==> config.mk <==
export PLATFORM = sky130hd
export DESIGN_NAME = key_note_selector_flat
export DESIGN_NICKNAME = d
export VERILOG_FILES = /design/src/rtl/key_note_selector_if.sv /design/src/rtl/key_note_selector.sv /design/src/flat_wrapper.sv
export SDC_FILE = /design/constraint.sdc
export NUM_CORES = 1
export LEC_CHECK = 0
export CAP_MARGIN = 20
export CORE_MARGIN = 2
export CORE_UTILIZATION = 40
export CTS_BUF_LIST = sky130_fd_sc_hd__clkbuf_4 sky130_fd_sc_hd__clkbuf_8
export DETAILED_ROUTE_END_ITERATION = 6
export GPL_TIMING_DRIVEN = 1
export SYNTH_ARGS = -nofsm -noshare
export SYNTH_HDL_FRONTEND = slang
export SYNTH_SLANG_ARGS = --single-unit
==> constraint.sdc <==
create_clock -name CLK -period 2.2 [get_ports CLK]
set_input_delay 0.55 -clock CLK [delete_from_list [all_inputs] [get_ports CLK]]
set_output_delay 0.55 -clock CLK [all_outputs]
set_load 0.005 [all_outputs]
Figure 1. Sequential cells colored by netlist name (run 1).
The bar under the picture is 20 um long. Other sequential cells in the stronger gray, the rest of the logic in the fainter gray.
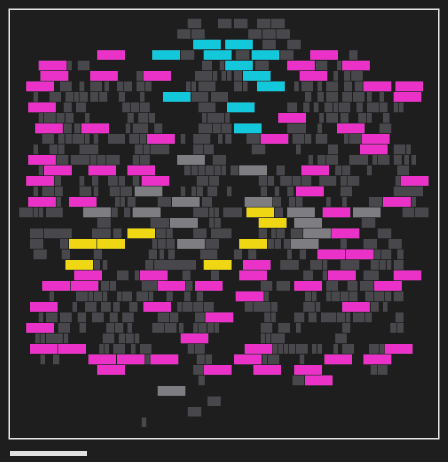
legend:
  `u_core.bus.note_period`:
    color: cyan
    flops: 11
    where: north
  `u_core.g_key.u_deb.cnt`:
    color: magenta
    flops: 72
    where: all over the die
  `u_core.g_key.u_deb.sync_ff`:
    color: yellow
    flops: 8
sequential portion of the cell area: 0.407
register area: 0.00212 sq mm
Flop+latch power: 1.93 mW

Figure 2. Signal wires by layer (run 1).
The bar under the picture is 20 um long. Two of the layers only.
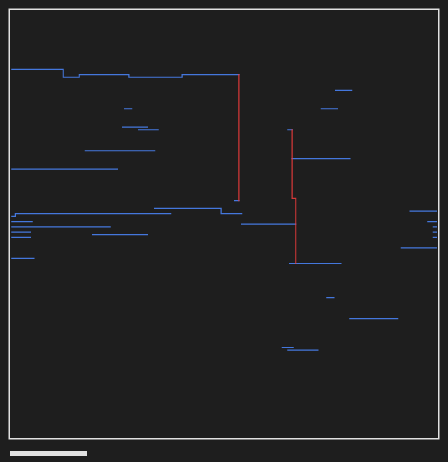
legend:
  metal 3:
    color: blue
    wire_length: 346 um
  metal 4:
    color: red
    wire_length: 68.2 um
final WL: 8240 um
drt wl/cell: 12.1 um
GRT Util Overall: 0.140
Via Count: 3415

Figure 3. Congestion heat map (run 1).
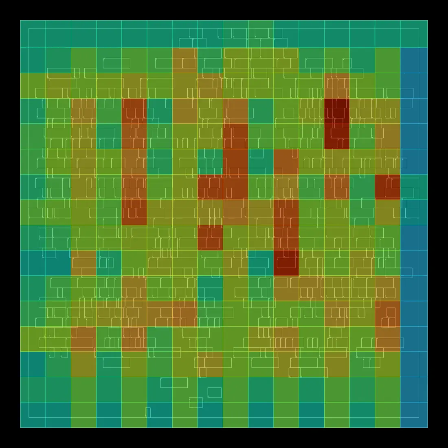
GR peak layer: met2
met1 Use GR: 0.172
fin util: 0.463
global routing usage on met2: 0.238

==> Changelog: implementation, run 1 <==
### Physical design

- Status: complete, no violations
- GPL Wtd Cong: 0.778
- Inverters: 21
- Synth area leader: dfxtp_1
- Tapcell count: 143
- Syn avg cell area: 9.04 sq um
- Core Footprint: 0.0113 sq mm
- CP top delay family: buffers and inverters
- CTS Buf Count: 9
- Routed met3 length: 346 um
- Hpwl dp: 6040 um
- Clock buffers: 11
- Top post-synthesis cells by count: 106 x dfxtp_1, 67 x nor2_1, 28 x xnor2_1
- Synth Area in XOR/XNOR: 0.0900
- Crit end category: primary output
- Clock Root Buffer: clkbuf_8
- CP Max Fanout: 9
- Log Warnings: 32
- Adder share: 0.0301
- Leak pwr: 1.68 nW
- Net Sw Power: 0.647 mW
- Most instantiated logic cells after routing: 106 x dfxtp_1, 67 x nor2_1, 35 x clkdlybuf4s50_1
- Largest register FFs: 72
- Tmin final: 1970 ps
- Total power: 3.16 mW
- Vias per cell: 5.01
- Max Root-Sink Buffers: 2
- Hold Fails Final Rpt: 0
- Fin crit share: 0.897
- Remaining DRCs: 0
- Non-clk buf share: 0.0840
- I/O Pins: 37
- Die width: 111 um
- CTS tree: yes
- Part of the Yosys area used for sequential elements: 0.464
- R2r setup slk: 230 ps
- Max incr delay on CP: 580 ps
- Worst hold path class: reg -> reg
- Core Util at FP: 0.406
- Mux share: 0.00438
- DR WL met2: 3930 um
- CP max stage cell: clkdlybuf4s50_1
- Clock Sinks: 106
- Post-Synthesis Cells: 506
- Pwr dens: 606 mW/mm^2
- Yosys Warn Count: 0
- Vias in the first global route: 3219
- Setup bufs post-CTS: 0
- Critical Path, Cell by Cell: clkdlybuf4s50_1
- Cell count in the Yosys report: 506
- First-pass GRT wire length: 14400 um
- Height of the die: 111 um
- Area share, top type: 0.464
- Critical path data arrival time: 1420 ps
- Final TNS setup: 0 ps
- Library cells used by synthesis: 44
- Skew final: 8.39 ps
- Flops after synth: 106
- Mapped cell area: 0.00457 sq mm
- Cell internal pwr: 2.51 mW
- Combinational share of power: 0.014
- Largest net degree at the start of global routing: 27
- Fill count: 1095
- Multi-input gates: 350
- Commonest flop: dfxtp_1
- Htree depth: 3
- CP Launch Type: register
- Area reported by Yosys stat: 0.00457 sq mm
- Syn_nets: 523
- Top cell category: multi-input combinational cells
- Synth top area cells: dfxtp_1 46%, nor2_1 5.5%, xnor2_1 5.4%
- Initial antenna violation count: 0
- Hold Slack: 415 ps
- Top non-seq family: simple AND/OR/NAND/NOR gates
- Top Metal Used: met4
- Met1 WL: 3900 um
- Slew Viols, Final: 0
- Max Fclk: 507 MHz
- Share of cells above drive strength 1: 0.0948
- Combinational power: 0.0449 mW
- Die Size: 0.0123 sq mm
- Worst path depth: 1
- Fraction of area in multi-input gates: 0.421
- Antenna Cells: 0
- Clk. pwr: 1.19 mW
- Worst path bufs/invs: 1
- Slew Limit Headroom: 0.585
- Met3 usage in global routing: 0.0437
- Most frequent logic cell in the layout: dfxtp_1
- Clk network pwr share: 0.375
- CP Class: reg -> out
- DRT Pass-1 Iters: 4
- Final setup vio count: 0
- Most frequent cell after synthesis: dfxtp_1
- Peak supply drop: 0.000461 V
- Sw frac: 0.205
- Clock-cell share: 0.0382
- Max-cap violations: 0
- Yosys aoi share: 0.0845
- Cts hold-fix bufs: 0
- CTS clk-pin slew, worst paths: 90 ps
- GR Overflow Total: 0
- Late-Pin Clk Latency: 360 ps
- Largest power group: registers
- Hold-critical path depth: 1
- # port buffers: 35
- Async S/R FF share, synth: 0
- Gate Area: 0.00220 sq mm
- Post-synthesis simple-gate area fraction: 0.268
- Layout Nets: 550
- Reg2Reg Depth: 7
- ANT nets after route: 0
- Non-clk bufs: 45
- Num rows: 39
- Worst EP required: 1650 ps
- Number of enable flip-flop cells: 0
- RSZ-0062 raised after global routing: no
- Reg power frac: 0.611
- Flops: 106
- First DRT Iteration DRCs: 193
- Synthesis-to-layout area growth: 14.0%
- Worst slew pin tran: 621 ps
run 1: kinds of logic after synthesis:
| logic type | count (synthesis) |
|---|---|
| AND/OR/NAND/NOR | 226 |
| flip-flops | 106 |
| AND-OR/OR-AND | 63 |
| buffers and inverters | 50 |
| XOR/XNOR | 47 |
| adder cells (fa/ha/maj) | 11 |
| multiplexers | 2 |
| other | 1 |
run 1: stage by stage:
step,std cells,setup WS (ps),util,cell area (sq um)
after global placement,665,160,0.444,5000
after floorplan,506,230,-,4570
after detailed placement,665,104,0.444,5000
after global routing,681,38.0,0.463,5210
final,681,228,0.463,5210
after CTS,681,77.7,0.461,5200
run 1: repair_timing:
action | in CTS | in global routing
resized | 0 | 2
endpoints found under the setup margin | 0 | 5
hold endpoints to repair | 0 | 0
==> run 1 -> run 2 <==
- SKIP_CTS_REPAIR_TIMING: not set -> 1
Figure 4. Placement by cell class (run 2).
The bar under the picture is 20 um long.
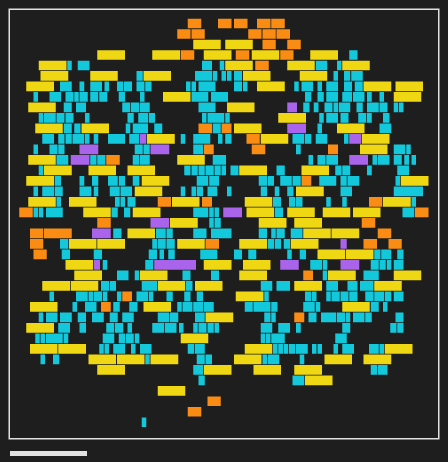
legend:
  combinational and other logic:
    color: cyan
    cells: 371
  other buffers and delay cells:
    color: orange
    cells: 45
  clock drivers and dummy loads:
    color: purple
    cells: 16
  flops:
    color: yellow
    cells: 106
num rows: 39
fin area: 0.00521 sq mm

==> run 2 against run 1 <==
Compared with the run above:
- sequential cell count unchanged
- wire length unchanged
- synthesized cell count unchanged
- area after synthesis unchanged
- global-route usage unchanged
- critical path type unchanged
==> Changelog: implementation, run 2 <==
### Physical design

- Htree depth: 3 (unchanged)
- Hpwl dp: 6040 um (unchanged)
- CTS tree: yes
- Max Root-Sink Buffers: 2 (unchanged)
- Clock Sinks: 106 (unchanged)
- Worst path depth: 1 (unchanged)
- Sequential portion of the cell area: 0.407 (unchanged)
- Vias in the first global route: 3219 (unchanged)
- Leak pwr: 1.68 nW (unchanged)
- # port buffers: 35 (unchanged)
- Cell internal pwr: 2.51 mW (unchanged)
- Worst slew pin tran: 621 ps (unchanged)
- Met1 WL: 3900 um (unchanged)
- Synth top area cells: dfxtp_1 46%, nor2_1 5.5%, xnor2_1 5.4%
- Die width: 111 um (unchanged)
- Pwr dens: 606 mW/mm^2 (unchanged)
- Height of the die: 111 um (unchanged)
- Syn_nets: 523 (unchanged)
- Most instantiated logic cells after routing: 106 x dfxtp_1, 67 x nor2_1, 35 x clkdlybuf4s50_1
- Mapped cell area: 0.00457 sq mm (unchanged)
- Worst path bufs/invs: 1 (unchanged)
- Via Count: 3415 (unchanged)
- Synthesis-to-layout area growth: 14.0% (unchanged)
- CTS clk-pin slew, worst paths: 90 ps (about the same)
- Top Metal Used: met4
- Late-Pin Clk Latency: 360 ps (about the same)
- First DRT Iteration DRCs: 193 (unchanged)
- Max incr delay on CP: 580 ps (about the same)
- Peak supply drop: 0.000461 V (unchanged)
- Remaining DRCs: 0 (unchanged)
- Flops: 106 (unchanged)
- Async S/R FF share, synth: 0 (unchanged)
- Clock Root Buffer: clkbuf_8
- Top post-synthesis cells by count: 106 x dfxtp_1, 67 x nor2_1, 28 x xnor2_1
- Critical Path, Cell by Cell: clkdlybuf4s50_1
- Met3 usage in global routing: 0.0437 (unchanged)
- Hold-critical path depth: 1 (unchanged)
- Worst hold path class: reg -> reg
- Tmin final: 1970 ps (unchanged)
- Syn avg cell area: 9.04 sq um (unchanged)
- Max-cap violations: 0 (unchanged)
- Largest power group: registers
- Combinational power: 0.0449 mW (about the same)
- R2r setup slk: 230 ps (about the same)
- Global routing usage on met2: 0.238 (unchanged)
- Layout Nets: 550 (unchanged)
- Antenna Cells: 0 (unchanged)
- First-pass GRT wire length: 14400 um (unchanged)
- Non-clk buf share: 0.0840 (unchanged)
- ANT nets after route: 0 (unchanged)
- DRT Pass-1 Iters: 4 (unchanged)
- Gate Area: 0.00220 sq mm (unchanged)
- Fin worst setup slack: 228 ps (unchanged)
- Inverters: 21 (unchanged)
- Log Warnings: 32 (unchanged)
- Reg2Reg Depth: 7 (unchanged)
- Most frequent cell after synthesis: dfxtp_1
- Top cell category: multi-input combinational cells
- Combinational share of power: 0.014 (about the same)
- Drt wl/cell: 12.1 um (unchanged)
- Cell count in the Yosys report: 506 (unchanged)
- DR WL met2: 3930 um (unchanged)
- Clock buffers: 11 (unchanged)
- Multi-input gates: 350 (unchanged)
- Slew Limit Headroom: 0.585 (unchanged)
- Reg power frac: 0.611 (about the same)
- Commonest flop: dfxtp_1
- Fin util: 0.463 (unchanged)
- Met1 Use GR: 0.172 (unchanged)
- Synth area leader: dfxtp_1
- CP Class: reg -> out
- CTS Buf Count: 9 (unchanged)
- Number of enable flip-flop cells: 0 (unchanged)
- Max Fclk: 507 MHz (unchanged)
- Dpl cells: 665 (unchanged)
- Largest net degree at the start of global routing: 27 (unchanged)
- Part of the Yosys area used for sequential elements: 0.464 (unchanged)
- Total power: 3.16 mW (unchanged)
- GR peak layer: met2
- GR Overflow Total: 0 (unchanged)
- Non-clk bufs: 45 (unchanged)
- Clk network pwr share: 0.375 (about the same)
- Initial antenna violation count: 0 (unchanged)
- Library cells used by synthesis: 44 (unchanged)
- Core Footprint: 0.0113 sq mm (unchanged)
- Hold Slack: 415 ps (unchanged)
- Post-Synthesis Cells: 506 (unchanged)
- Fill count: 1095 (unchanged)
- Status: complete, no violations
- GPL Wtd Cong: 0.778 (unchanged)
- Final TNS setup: 0 ps (unchanged)
- Die Size: 0.0123 sq mm (unchanged)
- Crit end category: primary output
- I/O Pins: 37 (unchanged)
- Area reported by Yosys stat: 0.00457 sq mm (unchanged)
- Clock-cell share: 0.0382 (unchanged)
- Skew final: 8.39 ps (unchanged)
- Share of cells above drive strength 1: 0.0948 (unchanged)
- GRT Util Overall: 0.140 (unchanged)
- Routed met3 length: 346 um (unchanged)
- Critical path data arrival time: 1420 ps (about the same)
- Slew Viols, Final: 0 (unchanged)
- Fin crit share: 0.897 (unchanged)
- Vias per cell: 5.01 (unchanged)
- RSZ-0062 raised after global routing: no
- Clk. pwr: 1.19 mW (about the same)
Figure 5. Gate-type map (run 2).
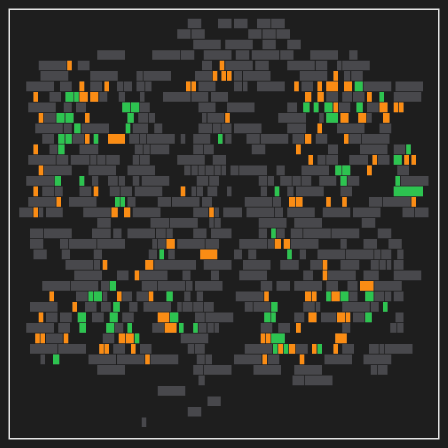
legend:
  NAND gates:
    color: green
    cells: 63
  NOR gates:
    color: orange
    cells: 99
most frequent logic cell in the layout: dfxtp_1
final std cells w/o fill: 681
fraction of area in multi-input gates: 0.421

-- run 2: cell families (layout without fill, tap and decap cells) --
| logic type | count (synthesis) | in the layout | share of synthesized area |
|---|---|---|---|
| adder cells (fa/ha/maj) | 11 | 11 | 0.0301 |
| other | 1 | 1 | 0.000820 |
| buffers and inverters | 50 | 82 | 0.0585 |
| multiplexers | 2 | 2 | 0.00438 |
| XOR/XNOR | 47 | 47 | 0.0900 |
| AND/OR/NAND/NOR | 226 | 226 | 0.268 |
| AND-OR/OR-AND | 63 | 63 | 0.0845 |
| flip-flops | 106 | 106 | 0.464 |
-- run 2: worst reg2reg max path, cell delays in order, from the launching register on --
cell and delay [ps]:
dfxtp_1 340, nor4_2 330, o21ai_0 160, or3_1 440, and2_1 200, ha_1 200, nor2_1 130, o21a_1 130
No activity file was given, so power comes from the tool's default toggle rates.
